[config.mk]
export PLATFORM = sky130hd
export DESIGN_NAME = ob_cmd_ingress
export DESIGN_NICKNAME = d
export VERILOG_FILES = /design/src/rtl/ob_cmd_ingress.sv
export SDC_FILE = /design/constraint.sdc
export NUM_CORES = 1
export LEC_CHECK = 0
export ABC_AREA = 1
export CORE_MARGIN = 3
export CORE_UTILIZATION = 32
export CTS_CLUSTER_DIAMETER = 80
export DETAILED_ROUTE_END_ITERATION = 8
export SETUP_SLACK_MARGIN = 0.1
export SLEW_MARGIN = 20
export SYNTH_ARGS = -nofsm -noshare
export SYNTH_HDL_FRONTEND = slang
export SYNTH_SLANG_ARGS = --single-unit
[constraint.sdc]
create_clock -name clk -period 3.42 [get_ports clk]
set_input_delay 0.855 -clock clk [delete_from_list [all_inputs] [get_ports clk]]
set_output_delay 0.855 -clock clk [all_outputs]
set_load 0.05 [all_outputs]
[src/rtl/ob_cmd_ingress.sv]
// rtl/ob_cmd_ingress.sv - multi-channel order-book command ingress with per-channel queues and arbitration
package ob_pkg;
  typedef enum logic [1:0] {OP_ADD, OP_CANCEL, OP_MODIFY, OP_QUERY} op_t;
  typedef struct packed {
    op_t         op;
    logic        side;
    logic [12:0] oid;
    logic [15:0] px;
  } cmd_t;
endpackage

module ob_cmd_ingress #(
  parameter int N        = 4,
  parameter int DEPTH    = 4,
  parameter int W        = $bits(ob_pkg::cmd_t),
  parameter int ARB_MODE = 0,
  parameter int CHAN_W   = (N > 1) ? $clog2(N) : 1
) (
  input  logic              clk,
  input  logic              rst,
  input  logic [N-1:0]      cmd_vld_r,
  input  logic [N*W-1:0]    cmd_r,
  output logic [N-1:0]      cmd_full_r,
  input  logic [N-1:0]      flush,
  output logic              out_vld,
  output logic [W-1:0]      out_data,
  output logic [CHAN_W-1:0] out_chan,
  input  logic              out_pop,
  output logic [N-1:0]      ovf_err_r
);
  localparam int PTR_W = $clog2(DEPTH);
  localparam int CNT_W = $clog2(DEPTH + 1);

  logic [W-1:0]      r_mem    [N][DEPTH];
  logic [PTR_W-1:0]  r_rd_ptr [N];
  logic [PTR_W-1:0]  r_wr_ptr [N];
  logic [CNT_W-1:0]  r_occ    [N];
  logic [CNT_W-1:0]  w_occ_nxt[N];
  logic [CHAN_W-1:0] rr_ptr_r;
  logic [CHAN_W-1:0] w_sel;
  logic [N-1:0]      w_elig;
  logic [N-1:0]      w_push;
  logic [N-1:0]      w_pop_ch;
  logic [N-1:0]      w_ovf;
  logic              w_found;
  logic              w_pop;

  function automatic logic [PTR_W-1:0] f_ptr_inc(input logic [PTR_W-1:0] p);
    return (p == PTR_W'(DEPTH - 1)) ? '0 : p + PTR_W'(1);
  endfunction

  always_comb begin
    w_elig = '0;
    for (int i = 0; i < N; i++) begin
      w_elig[i] = (r_occ[i] != '0);
    end
  end

  // Arbitration sees only registered state, so out_* never depend on inputs.
  always_comb begin : p_arb
    int                j;
    logic [CHAN_W-1:0] idx;
    j       = 0;
    idx     = '0;
    w_sel   = '0;
    w_found = 1'b0;
    for (int k = 0; k < N; k++) begin
      j = (ARB_MODE == 0) ? int'(rr_ptr_r) + k : k;
      if (j >= N) begin
        j = j - N;
      end
      idx = CHAN_W'(j);
      if (!w_found && w_elig[idx]) begin
        w_found = 1'b1;
        w_sel   = idx;
      end
    end
  end

  assign out_vld  = w_found;
  assign out_chan = w_sel;
  assign out_data = r_mem[w_sel][r_rd_ptr[w_sel]];
  assign w_pop    = out_pop & w_found;

  // Full check uses pre-edge occupancy; flush discards a same-cycle push silently.
  always_comb begin
    w_pop_ch = '0;
    w_push   = '0;
    w_ovf    = '0;
    for (int i = 0; i < N; i++) begin
      w_pop_ch[i]  = w_pop && (w_sel == CHAN_W'(i));
      w_push[i]    = cmd_vld_r[i] && !flush[i] && (r_occ[i] != CNT_W'(DEPTH));
      w_ovf[i]     = cmd_vld_r[i] && !flush[i] && (r_occ[i] == CNT_W'(DEPTH));
      w_occ_nxt[i] = r_occ[i];
      if (flush[i]) begin
        w_occ_nxt[i] = '0;
      end else if (w_push[i] && !w_pop_ch[i]) begin
        w_occ_nxt[i] = r_occ[i] + CNT_W'(1);
      end else if (!w_push[i] && w_pop_ch[i]) begin
        w_occ_nxt[i] = r_occ[i] - CNT_W'(1);
      end
    end
  end

  always_ff @(posedge clk) begin
    if (rst) begin
      for (int i = 0; i < N; i++) begin
        r_rd_ptr[i] <= '0;
        r_wr_ptr[i] <= '0;
        r_occ[i]    <= '0;
      end
      cmd_full_r <= '0;
      ovf_err_r  <= '0;
      rr_ptr_r   <= '0;
    end else begin
      for (int i = 0; i < N; i++) begin
        r_occ[i]      <= w_occ_nxt[i];
        cmd_full_r[i] <= (w_occ_nxt[i] == CNT_W'(DEPTH));
        ovf_err_r[i]  <= ovf_err_r[i] | w_ovf[i];
        if (flush[i]) begin
          r_rd_ptr[i] <= '0;
          r_wr_ptr[i] <= '0;
        end else begin
          if (w_push[i]) begin
            r_wr_ptr[i] <= f_ptr_inc(r_wr_ptr[i]);
          end
          if (w_pop_ch[i]) begin
            r_rd_ptr[i] <= f_ptr_inc(r_rd_ptr[i]);
          end
        end
      end
      if (w_pop) begin
        rr_ptr_r <= (w_sel == CHAN_W'(N - 1)) ? '0 : w_sel + CHAN_W'(1);
      end
    end
  end

  always_ff @(posedge clk) begin
    for (int i = 0; i < N; i++) begin
      if (w_push[i]) begin
        r_mem[i][r_wr_ptr[i]] <= cmd_r[i*W +: W];
      end
    end
  end

endmodule

==> run notes <==
fresh numbers from the pnr run: outcome complete, but fails checks, failing checks negative setup slack, Syn Area/Cell 10.5 um2, total number of yosys warnings 0, design area 31500 um2, Post-DRT Antenna Nets 0, Worst Path Buf+Inv 6, EDFF count, synth 528, Overflow after GRT 0, area delta synth->final 33.3%, fp util 0.323, arrival time at the worst endpoint 3.21 ns, pin count of the biggest net entering global routing 38, die area approximately 77000 um2, RSZ-0062 raised after global routing yes, # DRC 0, syn_nets 2428, layout cells sized above 1 0.183, Final Setup Violations 32, Top cell excl fill/tap nand2_1, fa+ha+maj area frac 0.0175, placed instance area 27900 um2, Yosys cell types 29, Max-slew headroom 0.574, Logic family by area simple AND/OR/NAND/NOR gates, wire length on met3 6470 um, worst hold slack 0.454 ns, Cells after Synth ~2300, crit path max fanout 9, Util after Layout 0.431, startpoint types register, Tightest Hold Check Type reg2reg, Worst Path Required 2.56 ns, Compound Share, Synth 0.0162, grt met2 use 0.341, slowest stage delay, CP 0.34 ns, Fill cells 6693, die height 278 um, DP Cell Count 3413, H-tree levels 2, Syn Std Cell Area 23600 um2, cell accounting for the most synthesized area edfxtp_1, post-route setup slack -0.650 ns, area share, top type 0.671, hold-fix buffers at CTS 0, clock-pin slew on the worst setup and hold paths 0.06 ns, Top area cell types edfxtp_1, nand2_1, nand3_1, tool warnings ~48, Place WS -0.178 ns, I/O Buffers 181, met2 wire length 39700 um, final period utilization 1.19, Max-cap violations 0, clock sink total 550, FMAX 246 MHz, CP top delay family simple AND/OR/NAND/NOR gates, mux share 0, Crit. End Element output pin, commonest non-fill, non-tap cells in the layout nand2_1, edfxtp_1, inv_1, nand3_1, clkdlybuf4s50_1, final hold vios 0, xor/xnor share 0.000370, Setup CP Type reg2out, width of the chip 278 um, critical-path cell list buf_12 -> buf_12 -> nand3_4 -> nand3_2 -> nand2_1 -> nand2_4 -> nand2_2 -> nand2_4 -> buf_4 -> nand3_4 -> nor2_1 -> nor2_1 -> nand2_1 -> nand3_4 -> inv_8 -> buf_12 -> nand3_1 -> nand2_2 -> buf_8, Worst-Margin Slew ~0.64 ns
## timing repair
item / in CTS / in global routing
setup buffers: 25 / 17
setup endpoints to repair: 33 / 33
gates cloned: 8 / 11
pin swaps: 36 / 35
resized: 166 / 98
## worst paths after layout
path                 from             to  slack [ns]  cells after the start
min reg2reg  ovf_err_r[2]   ovf_err_r[2]        0.45                      2
min          ovf_err_r[2]   ovf_err_r[2]        0.45                      2
max reg2reg   rr_ptr_r[0]  cmd_full_r[3]        0.53                     21
max           rr_ptr_r[0]    out_data[5]       -0.65                     19
## state kept, by name, summed over array words and instances, names as in the netlist
name / flops
r_wr_ptr: 8
r_rd_ptr: 8
cmd_full_r: 4
r_mem: 512
ovf_err_r: 4
r_occ: 12
rr_ptr_r: 2
## layout make-up
class                      count  area [um2]  share of cell area
sequential                   550       16300               0.518
multi-input combinational   1372        6890               0.219
timing repair buffer         348        4350               0.138
clock buffer                  70        1450              0.0461
tap                          959        1200              0.0381
inverter                     243         937              0.0297
clock inverter                32         345              0.0110
antenna                       12        30.0            0.000953
## worst reg2reg max path: stages, from the launching register on
cell     delay (ns)
dfxtp_2        0.34
buf_12         0.14
buf_12         0.11
nand3_4        0.10
nand3_2        0.12
nand2_1        0.12
nand2_4        0.11
nand2_2        0.07
nand2_4        0.09
nand2_4        0.07
buf_4          0.14
buf_4          0.12
buf_4          0.14
nor2_1         0.10
ha_1           0.15
inv_1          0.04
nor2_1         0.18
nand2_1        0.16
nand2_1        0.14
xor2_1         0.23
nand2_1        0.08
nor2_1         0.09
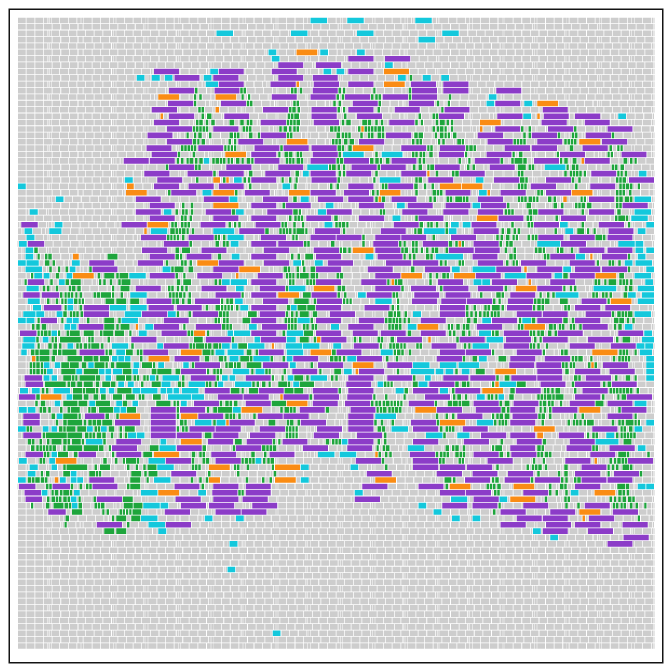
class_map.png
Fill, decap, tap and diode cells in gray.
Key: green = remaining logic cells [cells 1615]; purple = registers [cells 550]; orange = clock drivers and dummy loads [cells 102]; cyan = remaining buffers and delay cells [cells 348]

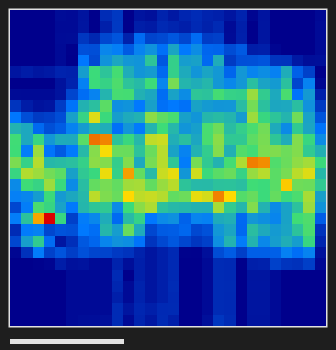
route_heat.png
Bar = 100 um. 28 x 28 tiles, from dark blue (low) to red (high), scaled to the fullest tile. Values are wire area over tile area, all layers added.
The mean over all tiles is 0.17. The fullest tile reaches 0.66. 16% of the tiles are over half the peak. 16% of the tiles are nearly empty.
Vias: 17497
WL/cell: 22.0 um
Tot GR Track Use: 0.193
final WL: 78900 um

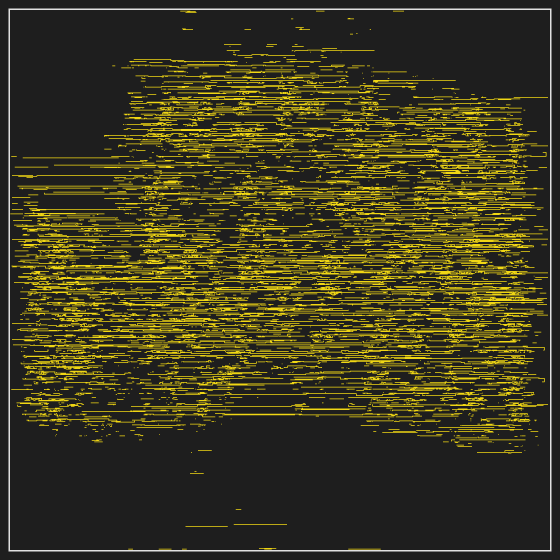
m1.png
2546 nets have wire on it. The layer holds 39% of the routed length. The layer carries 30.6 mm of wire. The wires run mostly horizontal.

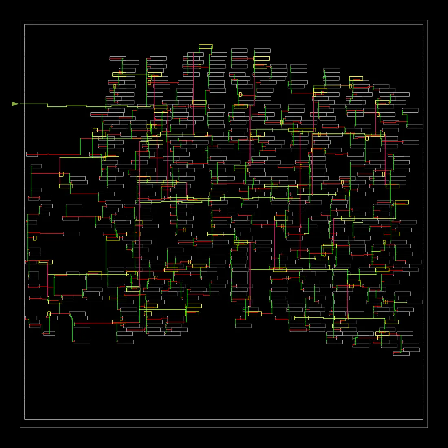
clock_nets.png
skew final: 0.0380 ns
cts bufs inserted: 55

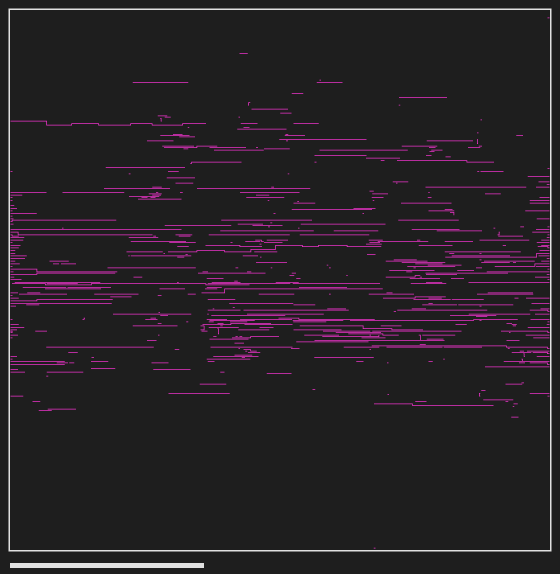
m3.png
Bar = 100 um.
277 nets have wire on it. The layer carries 6470 um of wire. The longest straight run is 87.6 um.
grt met3 use: 0.0339

